--- src/rtl/alu_share_arb_pkg.sv ---
// Shared definitions for the ALU sharing arbiter: ALU op encodings,
// default datapath width and the response-slot FSM state type.
package alu_pkg;

  localparam logic [1:0] ALU_ADD = 2'b00;
  localparam logic [1:0] ALU_SUB = 2'b01;
  localparam logic [1:0] ALU_OR  = 2'b10;
  localparam logic [1:0] ALU_SLT = 2'b11;

  localparam int ALU_DW = 32;

  typedef enum logic {
    ST_EMPTY = 1'b0,
    ST_FULL  = 1'b1
  } state_t;

endpackage

--- src/rtl/alu_share_arb_rr_pick.sv ---
// rr_pick: combinational rotating-priority picker. Scans indices
// rr_ptr+1, rr_ptr+2, ... modulo NREQ and returns the first valid one,
// both one-hot (grant) and encoded (g). Holding rr_ptr at NREQ-1 turns it
// into a lowest-index-wins fixed-priority picker.
module rr_pick #(
  parameter int NREQ = 2,
  parameter int IDW  = 1
) (
  input  logic [NREQ-1:0] req_valid,
  input  logic [IDW-1:0]  rr_ptr,
  output logic [NREQ-1:0] grant,
  output logic [IDW-1:0]  g
);

  logic           found;
  logic [IDW-1:0] idx;

  // Walk the rotated order once; the first valid hit wins.
  always_comb begin
    grant = '0;
    g     = '0;
    found = 1'b0;
    idx   = '0;
    for (int off = 1; off <= NREQ; off++) begin
      idx = IDW'((int'(rr_ptr) + off) % NREQ);
      if (!found && req_valid[idx]) begin
        found      = 1'b1;
        grant[idx] = 1'b1;
        g          = idx;
      end
    end
  end

endmodule

--- src/rtl/alu_share_arb.sv ---
// alu_share_arb: shares one combinational ALU between NREQ requesters.
// One request is granted per cycle into a one-entry response register,
// returned with the requester id over a valid/ready channel.
// Build option: ALU_ARB_FIXED_PRIO_EN selects lowest-index-wins priority
// instead of round-robin (the rotating pointer is then not built).
//
// Handshakes: a transfer happens on any cycle where valid and ready are
// both high at the rising edge. req_ready is at most one-hot and only rises
// while the response slot is free (empty, or being drained this cycle);
// rsp_valid/rsp_result/rsp_zero/rsp_id are held stable while rsp_ready=0.
module alu_share_arb
  import alu_pkg::*;
#(
  parameter int NREQ = 2,
  parameter int IDW  = 1,
  parameter int DW   = ALU_DW
) (
  input  logic                 clk,
  input  logic                 rst,
  input  logic [NREQ-1:0]      req_valid,
  output logic [NREQ-1:0]      req_ready,
  input  logic [NREQ*DW-1:0]   req_data1,
  input  logic [NREQ*DW-1:0]   req_data2,
  input  logic [NREQ*2-1:0]    req_op,
  output logic [DW-1:0]        alu_data1,
  output logic [DW-1:0]        alu_data2,
  output logic [1:0]           alu_op,
  input  logic [DW-1:0]        alu_result,
  input  logic                 alu_zero,
  output logic                 rsp_valid,
  input  logic                 rsp_ready,
  output logic [DW-1:0]        rsp_result,
  output logic                 rsp_zero,
  output logic [IDW-1:0]       rsp_id,
  output state_t               dbg_state
);

  state_t           state, state_nxt;
  logic             slot_free;
  logic [NREQ-1:0]  pick_valid;
  logic [NREQ-1:0]  grant;
  logic [IDW-1:0]   g;
  logic             grant_any;
  logic [IDW-1:0]   rr_ptr;
  logic [DW-1:0]    d1 [NREQ];
  logic [DW-1:0]    d2 [NREQ];
  logic [1:0]       op [NREQ];

  // No grants while reset is held, so in-flight requests wait for release.
  assign slot_free  = (state == ST_EMPTY) | rsp_ready;
  assign pick_valid = req_valid & {NREQ{slot_free & ~rst}};
  assign grant_any  = |grant;
  assign req_ready  = grant;
  assign rsp_valid  = (state == ST_FULL);
  assign dbg_state  = state;

`ifdef ALU_ARB_FIXED_PRIO_EN
  // Pointer parked at the last index makes the scan start at requester 0.
  assign rr_ptr = IDW'(NREQ - 1);
`else
  // Rotating pointer remembers the last granted requester.
  always_ff @(posedge clk or posedge rst) begin
    if (rst)            rr_ptr <= IDW'(NREQ - 1);
    else if (grant_any) rr_ptr <= g;
  end
`endif

  rr_pick #(.NREQ(NREQ), .IDW(IDW)) u_pick (
    .req_valid (pick_valid),
    .rr_ptr    (rr_ptr),
    .grant     (grant),
    .g         (g)
  );

  // Unflatten the requester buses so the granted slot can be indexed by g.
  always_comb begin
    for (int i = 0; i < NREQ; i++) begin
      d1[i] = req_data1[i*DW +: DW];
      d2[i] = req_data2[i*DW +: DW];
      op[i] = req_op[i*2 +: 2];
    end
  end

  // Drive the ALU from the granted requester, zeros when nothing is granted.
  always_comb begin
    alu_data1 = '0;
    alu_data2 = '0;
    alu_op    = ALU_ADD;
    if (grant_any) begin
      alu_data1 = d1[g];
      alu_data2 = d2[g];
      alu_op    = op[g];
    end
  end

  // Response slot state register.
  always_ff @(posedge clk or posedge rst) begin
    if (rst) state <= ST_EMPTY;
    else     state <= state_nxt;
  end

  // Slot fills on a grant and empties when drained with nothing new behind it.
  always_comb begin
    state_nxt = state;
    case (state)
      ST_EMPTY: if (grant_any) state_nxt = ST_FULL;
      ST_FULL:  if (rsp_ready && !grant_any) state_nxt = ST_EMPTY;
      default:  state_nxt = ST_EMPTY;
    endcase
  end

  // Capture the ALU outputs and the requester id on the grant edge.
  always_ff @(posedge clk or posedge rst) begin
    if (rst) begin
      rsp_result <= '0;
      rsp_zero   <= 1'b0;
      rsp_id     <= '0;
    end else if (grant_any) begin
      rsp_result <= alu_result;
      rsp_zero   <= alu_zero;
      rsp_id     <= g;
    end
  end

endmodule
--- config.mk ---
export PLATFORM = sky130hd
export DESIGN_NAME = alu_share_arb
export DESIGN_NICKNAME = d
export VERILOG_FILES = /design/src/rtl/alu_share_arb_pkg.sv /design/src/rtl/alu_share_arb_rr_pick.sv /design/src/rtl/alu_share_arb.sv
export SDC_FILE = /design/constraint.sdc
export NUM_CORES = 1
export LEC_CHECK = 0
export CAP_MARGIN = 30
export CORE_AREA = 2 2 106 108
export DETAILED_ROUTE_END_ITERATION = 8
export DIE_AREA = 0 0 108 110
export PLACE_DENSITY = 0.81
export SETUP_SLACK_MARGIN = 0.02
export SYNTH_ARGS = -nofsm -noshare
export SYNTH_HDL_FRONTEND = slang
export SYNTH_SLANG_ARGS = --single-unit
--- constraint.sdc ---
create_clock -name clk -period 2.5 [get_ports clk]
set_input_delay 0.375 -clock clk [delete_from_list [all_inputs] [get_ports clk]]
set_output_delay 0.375 -clock clk [all_outputs]
set_load 0.005 [all_outputs]
==> run_1/pdn.png <==
Pins as bars on the die edge. Tap cells in grey.
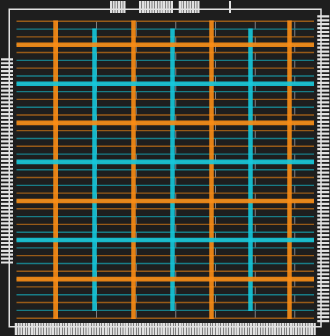
| net | colour |
|---|---|
| VDD | cyan |
| VSS | orange |
met1 rails: 39
tap cells: 140
met5 straps: 7
core area: 10,700 um2
chip width: 108 um
Peak VDD IR: 0.4002 mV
die span in y: 110 um

==> run_1/cell_classes.png <==
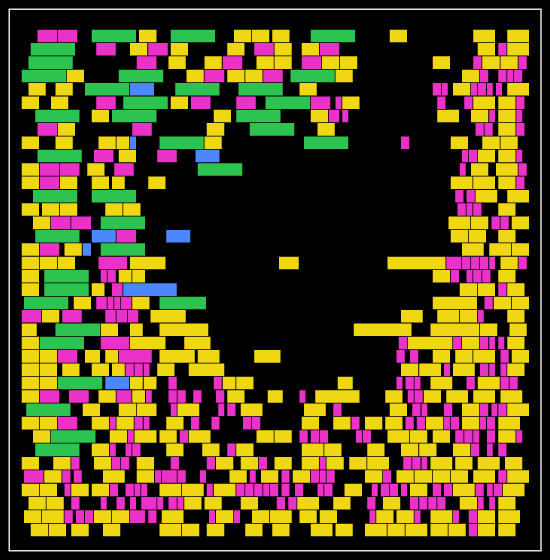
| class | colour | cells |
|---|---|---|
| flops | green | 36 |
| other buffers and delay cells | yellow | 301 |
| clock drivers and dummy loads | blue | 8 |
| all other logic | magenta | 249 |
Final Util: 55.38%
post-route standard cell area excluding fillers: 5924 um2
num rows: 38
flop share of the area: 15.23%

==> run_1/clock_map.png <==
Scale bar: 20 um.
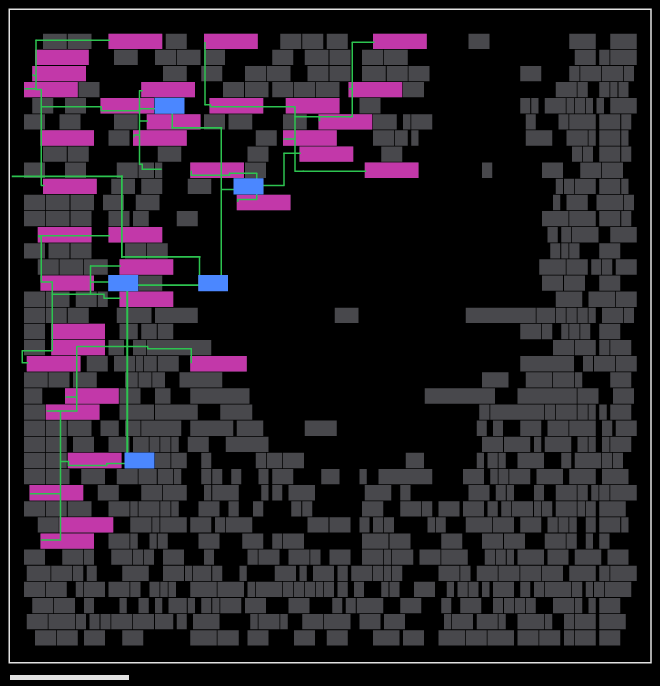
[cells driving clock nets] blue | count: 5
[flip-flops] magenta | count: 36
[clock wires] green | length: 495 um
routed clock nets: 6

==> run notes, run 1 <==
run results: final cell count without fillers=735, Post-synth regs=36, Final Skew=0.006680 ns, CTS tree=yes, area of the mapped netlist=2469 um2, Leakage Power=0.003161 uW, area of the die=11,880 um2, WP data required=~2.1 ns, final setup fails=0, Max Fclk=412.2 MHz, final worst path period need=2.426 ns, # Cells Yosys=318, critical path depth in cells=6, clock sinks=36, vias in the first global route=~3,600, clock buffer depth=2, combinational share of power=49.9%, DRC=0, Int Pwr=~1800 uW, Nets=763, dpl cells=716, most frequent logic cell in the layout=clkdlybuf4s50_1, register share after synthesis=36.54%, CP Capture Type=output port, share of cells above drive strength 1=between 10% and 20%, initial antenna violation count=1, Total GRT Usage=20.34%, final wirelength=approximately 14,000 um, Log Warnings=28, Worst Hold Depth=1, Area growth, synth to finish=140.0%, grt total ovfl=0, DRT Pass-1 Iters=4, first-pass GRT wire length=18,670 um, Setup CP Type=reg -> out, CP top delay family=buffers and inverters, HPWL Detailed=9697 um, Tcrit/Tclk final=97.04%, Slowest-stage cell, CP=dfstp_2, Max Fanout on Critical Path=13, status=completed, most frequent cells in the layout=214 x clkdlybuf4s50_1, 66 x nand2_1, 66 x nand3_1, 62 x a21oi_1, 55 x dlymetal6s2s_1, Hold Path Class=reg -> reg, pin count of the biggest net entering global routing=38, max capacitance violation total=0, Mean Syn Cell Area=7.763 um2, wire per inst=18.53 um, Total Neg Setup Slack=0 ns, WHS=between 0.5 and 0.6 ns, Critical Path Start Type=flip-flop, io pins=between 200 and 300, Max H-tree Level=2, clock-pin transition on the worst setup and hold timing paths=approximately 0.07 ns, final hold vios=0, Mapped Cells=318, clk root buf=clkbuf_8, clock latency on the worst-skew pair=0.29 ns, actual slew at the worst max-slew pin=0.4620 ns, P_sw=712.7 uW, Arrival @ worst endpoint=2.05 ns, # port buffers=273, clock power share=roughly a fifth, RD Place Congestion=around 1.0, Starting DRT DRC Count=between 200 and 300, initial cell density of the core=23.08%, distinct lib cells=24, slowest stage delay, CP=around 0.57 ns, Seq pwr share=30.0%, post-route ant nets=0, drt via density=between 4 and 5, Pwr Density=between 400 and 500 nW/um2, Final Max Slew Viols=0, Post-Syn Nets=roughly 500, Slew headroom=69.20%, clock buffer count from CTS=5, FF-to-FF path depth=4, sw frac=28.52%, yosys stat area=~2500 um2, Post-DP Area=5388 um2, vias post-DR=3,608, critical-path cell list=a21bo_4, buf_12, buf_16, nand3_1, a21oi_1, clkdlybuf4s50_1, Yosys warnings=0, RSZ-0062 raised after global routing=yes
## run 1: cell type report
cell class / count / area, um2 / share of cell area (%)
diodes: 1 / 2.502 / 0.04224
clock buffers: 6 / 72.57 / 1.225
clock inverters: 2 / 35.03 / 0.5913
inverters: 2 / 7.507 / 0.1267
multi-input cells: 247 / 1426 / 24.08
flip-flops and latches: 36 / 902.1 / 15.23
well taps: 140 / 175.2 / 2.957
repair buffers: 301 / 3303 / 55.76
## run 1: registers in the layout, indices dropped and copies added (netlist names)
name,flops
dbg_state,1
rsp_result,32
rsp_id,1
rsp_zero,1
rr_ptr,1
## run 1: cells by family (layout without fill, tap and decap cells)
group	Yosys count	count (layout)	share of synthesized area, %
muxes	33	33	15.05
AOI/OAI and AO/OA	72	72	15.05
buffers and inverters	35	311	7.400
and+or+nand+nor	142	142	25.95
DFF	36	36	36.54
other	0	1	0
## run 1: worst paths after layout
check	slack [ns]	from	endpoint
worst min-delay path	0.51	rsp_result[28]	rsp_result[28]
max in group asynchronous	1.53	rst	rr_ptr
worst max-delay path	0.07	rr_ptr	alu_data2[22]
min in group asynchronous	0.64	rst	dbg_state
worst max register to register	0.98	dbg_state	rsp_result[25]
worst min register to register	0.51	rsp_result[28]	rsp_result[28]
## run 1: timing repair
item | CTS | global route
hold buffers | 0 | 0
endpoints found under the setup margin | 66 | 61
pin swaps | 1 | 1
gates cloned | 4 | 3
buffers inserted | 2 | 2
resized | 8 | 67
## run 1: power groups by stage
| stage | combinational [uW] | clock (uW) | sequential [uW] |
|---|---|---|---|
| after floorplan | 383 | 0 | 761 |
| after global placement | 1110 | 0 | 756 |
| after CTS | 1210 | 519 | 755 |
| final | 1250 | 501 | 750 |
| after detailed placement | 1130 | 0 | 764 |
| after global routing | 1340 | 547 | 767 |
## run 1: routing by layer
layer  wire length, um  part of all wire (%)  GRT usage, %
met3              1549                    11         5.879
met1              4843                    36         22.85
met5                 0                     0             0
met2              6778                    50         36.07
met4               447                   3.3         8.608
## run 1: metrics by stage
stage / power (uW) / worst slack, ns
after global placement: 1864 / -0.1651
after global routing: 2650 / 0.009342
final: 2499 / 0.07412
after CTS: 2489 / -0.06622
after floorplan: 1144 / 0.1488
after detailed placement: 1894 / -0.2185
## run 1: synthesized netlist by cell type
cell      count  share of area (%)
nor2_1        3               0.46
dfstp_2       1                1.1
mux2_1        2               0.91
nor3_4        1               0.66
nor2b_1       1               0.25
and3_1        1               0.25
or2_2         1               0.25
o21ai_0       1               0.20
o22ai_1       1               0.25
inv_1         2               0.30
nand2b_1      2               0.51
dfrtp_1      35                 35
buf_2        17                3.4
buf_4         2               0.61
clkbuf_1      7                1.1
nand2_1      67                 10
buf_1         4               0.61
a31oi_1       2               0.51
a21oi_1      66                 13
buf_6         3                1.4
nand3_1      66                 13
a21bo_2       1               0.41
a21boi_1      1               0.30
mux2_2       31                 14
--- run 2 (diff from run 1) ---
- CTS_CLUSTER_SIZE: not set -> 24
==> run_2/cell_classes.png <==
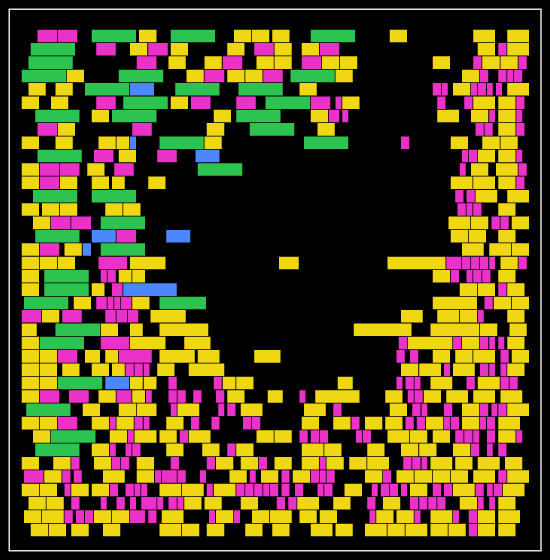
| class | colour | cells |
|---|---|---|
| all other logic | magenta | 249 |
| clock drivers and dummy loads | blue | 8 |
| other buffers and delay cells | yellow | 301 |
| flops | green | 36 |

==> run_2/clock_map.png <==
Scale bar: 20 um.
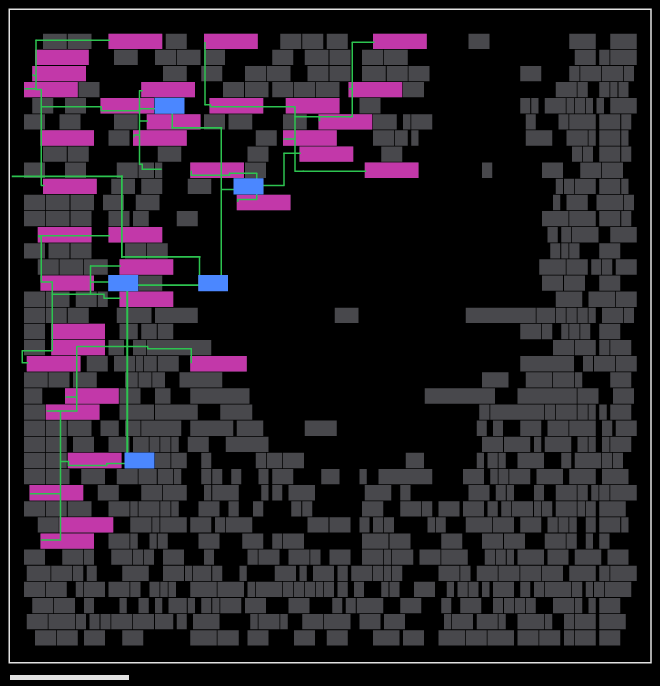
[clock wires] green | length: 495 um
[cells driving clock nets] blue | count: 5
[flip-flops] magenta | count: 36
routed clock nets: 6
Final Skew: 0.006680 ns
Clock group: 501 uW

==> run 2 against run 1 <==
Compared with the run above:
- clock power is essentially flat
- area after synthesis unchanged
- sequential share of layout area unchanged
- non-clock buffer count stayed put
- setup slack unchanged
- clock skew stayed put
- final area is the same
- power unchanged
- largest power group unchanged
==> run notes, run 2 <==
run results: most common cell in the netlist=nand2_1, hold buffer count at CTS=0 (unchanged), FFs w/ async S/R, synth=100.0% (unchanged), final setup fails=0 (unchanged), flip-flops with a built-in enable=0 (unchanged), Critical Path Start Type=flip-flop, grt total ovfl=0 (unchanged), chip width=108 um (unchanged), yosys stat area=2469 um2 (unchanged), area of the mapped netlist=2469 um2 (unchanged), post-route ant nets=0 (unchanged), vias post-DR=3,608 (unchanged), core area=10,700 um2 (unchanged), distinct lib cells=24 (unchanged), DRT Pass-1 Iters=4 (unchanged), Slew headroom=69.20% (unchanged), HPWL Detailed=9697 um (unchanged), Arrival @ worst endpoint=2.05 ns (about the same), Mean Syn Cell Area=7.763 um2 (unchanged), WP data required=2.12 ns (about the same), wire per inst=18.53 um (unchanged), Area growth, synth to finish=140.0% (unchanged), share of cells above drive strength 1=12.79% (unchanged), clock sinks=36 (unchanged), initial antenna violation count=1 (unchanged), final hold vios=0 (unchanged), Final Max Slew Viols=0 (unchanged), status=completed, # Cells Yosys=318 (unchanged), post-route standard cell area excluding fillers=5924 um2 (unchanged), Largest Register=rsp_result, number of flip-flops in the largest register=32 (unchanged), CP Capture Type=output port, Max Fanout on Critical Path=13 (unchanged), final worst path period need=2.426 ns (unchanged), CTS tree=yes, Hold Path Class=reg -> reg, io pins=274 (unchanged), Log Warnings=28 (unchanged), Fill cells=934, Mapped Cells=318 (unchanged), Top area cell types=dfrtp_1 35%, mux2_2 14%, a21oi_1 13%, drt via density=4.909 (unchanged), Post-synth regs=36 (unchanged), Reg area=902.1 um2 (unchanged), fin worst setup slack=0.07412 ns (unchanged), clock latency on the worst-skew pair=0.29 ns (about the same), die span in y=110 um (unchanged), area of the die=11,880 um2 (unchanged), DRC=0 (unchanged), clock-pin transition on the worst setup and hold timing paths=0.07 ns (about the same), most frequent cells in the layout=214 x clkdlybuf4s50_1, 66 x nand2_1, 66 x nand3_1, 62 x a21oi_1, 55 x dlymetal6s2s_1, Starting DRT DRC Count=290 (unchanged), Top FF cell, synth=dfrtp_1, Tcrit/Tclk final=97.04% (unchanged), Setup CP Type=reg -> out, clk root buf=clkbuf_8, RSZ-0062 raised after global routing=yes, pin count of the biggest net entering global routing=38 (unchanged), top cells by count=67 x nand2_1, 66 x a21oi_1, 66 x nand3_1, 35 x dfrtp_1, 31 x mux2_2, register share after synthesis=36.54% (unchanged), Post-DP Area=5388 um2 (unchanged), Max H-tree Level=2 (unchanged), vias in the first global route=3,598 (unchanged), clock buffer count from CTS=5 (unchanged), final wirelength=13,620 um (unchanged), Synth area leader=dfrtp_1, combinational gate area=1426 um2 (unchanged), Yosys warnings=0 (unchanged), Top cell area share=35.48% (unchanged), # port buffers=273 (unchanged), flop2flop setup slack=0.98 ns (about the same), Post-Syn Nets=488 (unchanged), Max Fclk=412.2 MHz (unchanged), Leakage Power=0.003161 uW (unchanged), max capacitance violation total=0 (unchanged), Pwr Density=421.8 nW/um2 (unchanged), Total GRT Usage=20.34% (unchanged), most frequent logic cell in the layout=clkdlybuf4s50_1, Peak VDD IR=0.4002 mV (unchanged), num rows=38 (unchanged), RD Place Congestion=1.050 (unchanged), actual slew at the worst max-slew pin=0.4620 ns (unchanged), initial cell density of the core=23.08% (unchanged), Nets=763 (unchanged), dpl ws=-0.2185 ns (unchanged), clock buffer depth=2 (unchanged), first-pass GRT wire length=18,670 um (unchanged)
-- run 2: cell counts after synthesis --
Identical to the previous run, type by type.
-- run 2: logic make-up after synthesis --
kind of cell / count (synthesis) / synth area share (%)
multiplexers: 33 / 15.05
AND/OR/NAND/NOR: 142 / 25.95
buffers and inverters: 35 / 7.400
flip-flops: 36 / 36.54
AND-OR/OR-AND: 72 / 15.05
-- run 2: worst max-delay path, stage by stage (launching register included) --
cell and delay, ns:
dfstp_2 0.57, a21bo_4 0.15, buf_12 0.14, buf_16 0.15
nand3_1 0.08, a21oi_1 0.15, clkdlybuf4s50_1 0.51
-- run 2: per-layer routing --
metal  wire [um]  global-route usage (%)
met1        4843                   22.85
met5           0                       0
met4         447                   8.608
met2        6778                   36.07
met3        1549                   5.879
-- run 2: area by class of cell --
class	count	area share (%)
diodes	1	0.04224
clock buffers	6	1.225
clock inverters	2	0.5913
inverters	2	0.1267
multi-input cells	247	24.08
flip-flops and latches	36	15.23
well taps	140	2.957
repair buffers	301	55.76
-- run 2: worst paths after layout --
kind | from | endpoint | cells past startpoint
max reg2reg | dbg_state | rsp_result[25] | 4
min reg2reg | rsp_result[28] | rsp_result[28] | 1
max in group asynchronous | rst | rr_ptr | 3
max | rr_ptr | alu_data2[22] | 6
min in group asynchronous | rst | dbg_state | 3
min | rsp_result[28] | rsp_result[28] | 1
-- run 2: metrics by stage --
| step | util [%] | std cells | hold slack (ns) | setup TNS [ns] | total power (uW) |
|---|---|---|---|---|---|
| 6_report | 55.38 | 735 | 0.5059 | 0 | 2499 |
| 5_1_grt | 55.38 | 735 | 0.5226 | 0 | 2650 |
| 4_1_cts | 52.98 | 730 | 0.5029 | -1.253 | 2489 |
| 3_5_place_dp | 50.36 | 716 | 0.4821 | -5.660 | 1894 |
| 3_3_place_gp | 50.36 | 716 | 0.4728 | -3.030 | 1864 |
| 2_1_floorplan | - | 318 | 0.4473 | 0 | 1144 |
-- run 2: what timing repair did --
item | 4_1_cts | 5_1_grt
endpoints found under the hold margin | 0 | 0
resized | 8 | 67
cloned | 4 | 3
pin swaps | 1 | 1
buffers inserted | 2 | 2
setup endpoints to repair | 66 | 61
-- run 2: report_power, final --
part / internal, uW / switching [uW] / leakage (uW) / total [uW]
combinational: 800 / 447 / 0.00268 / 1250
sequential: 690 / 59.8 / 0.000421 / 750
clock: 296 / 205 / 0.0000552 / 501
Power figures rest on the tool's default switching activity, not on a simulated workload.
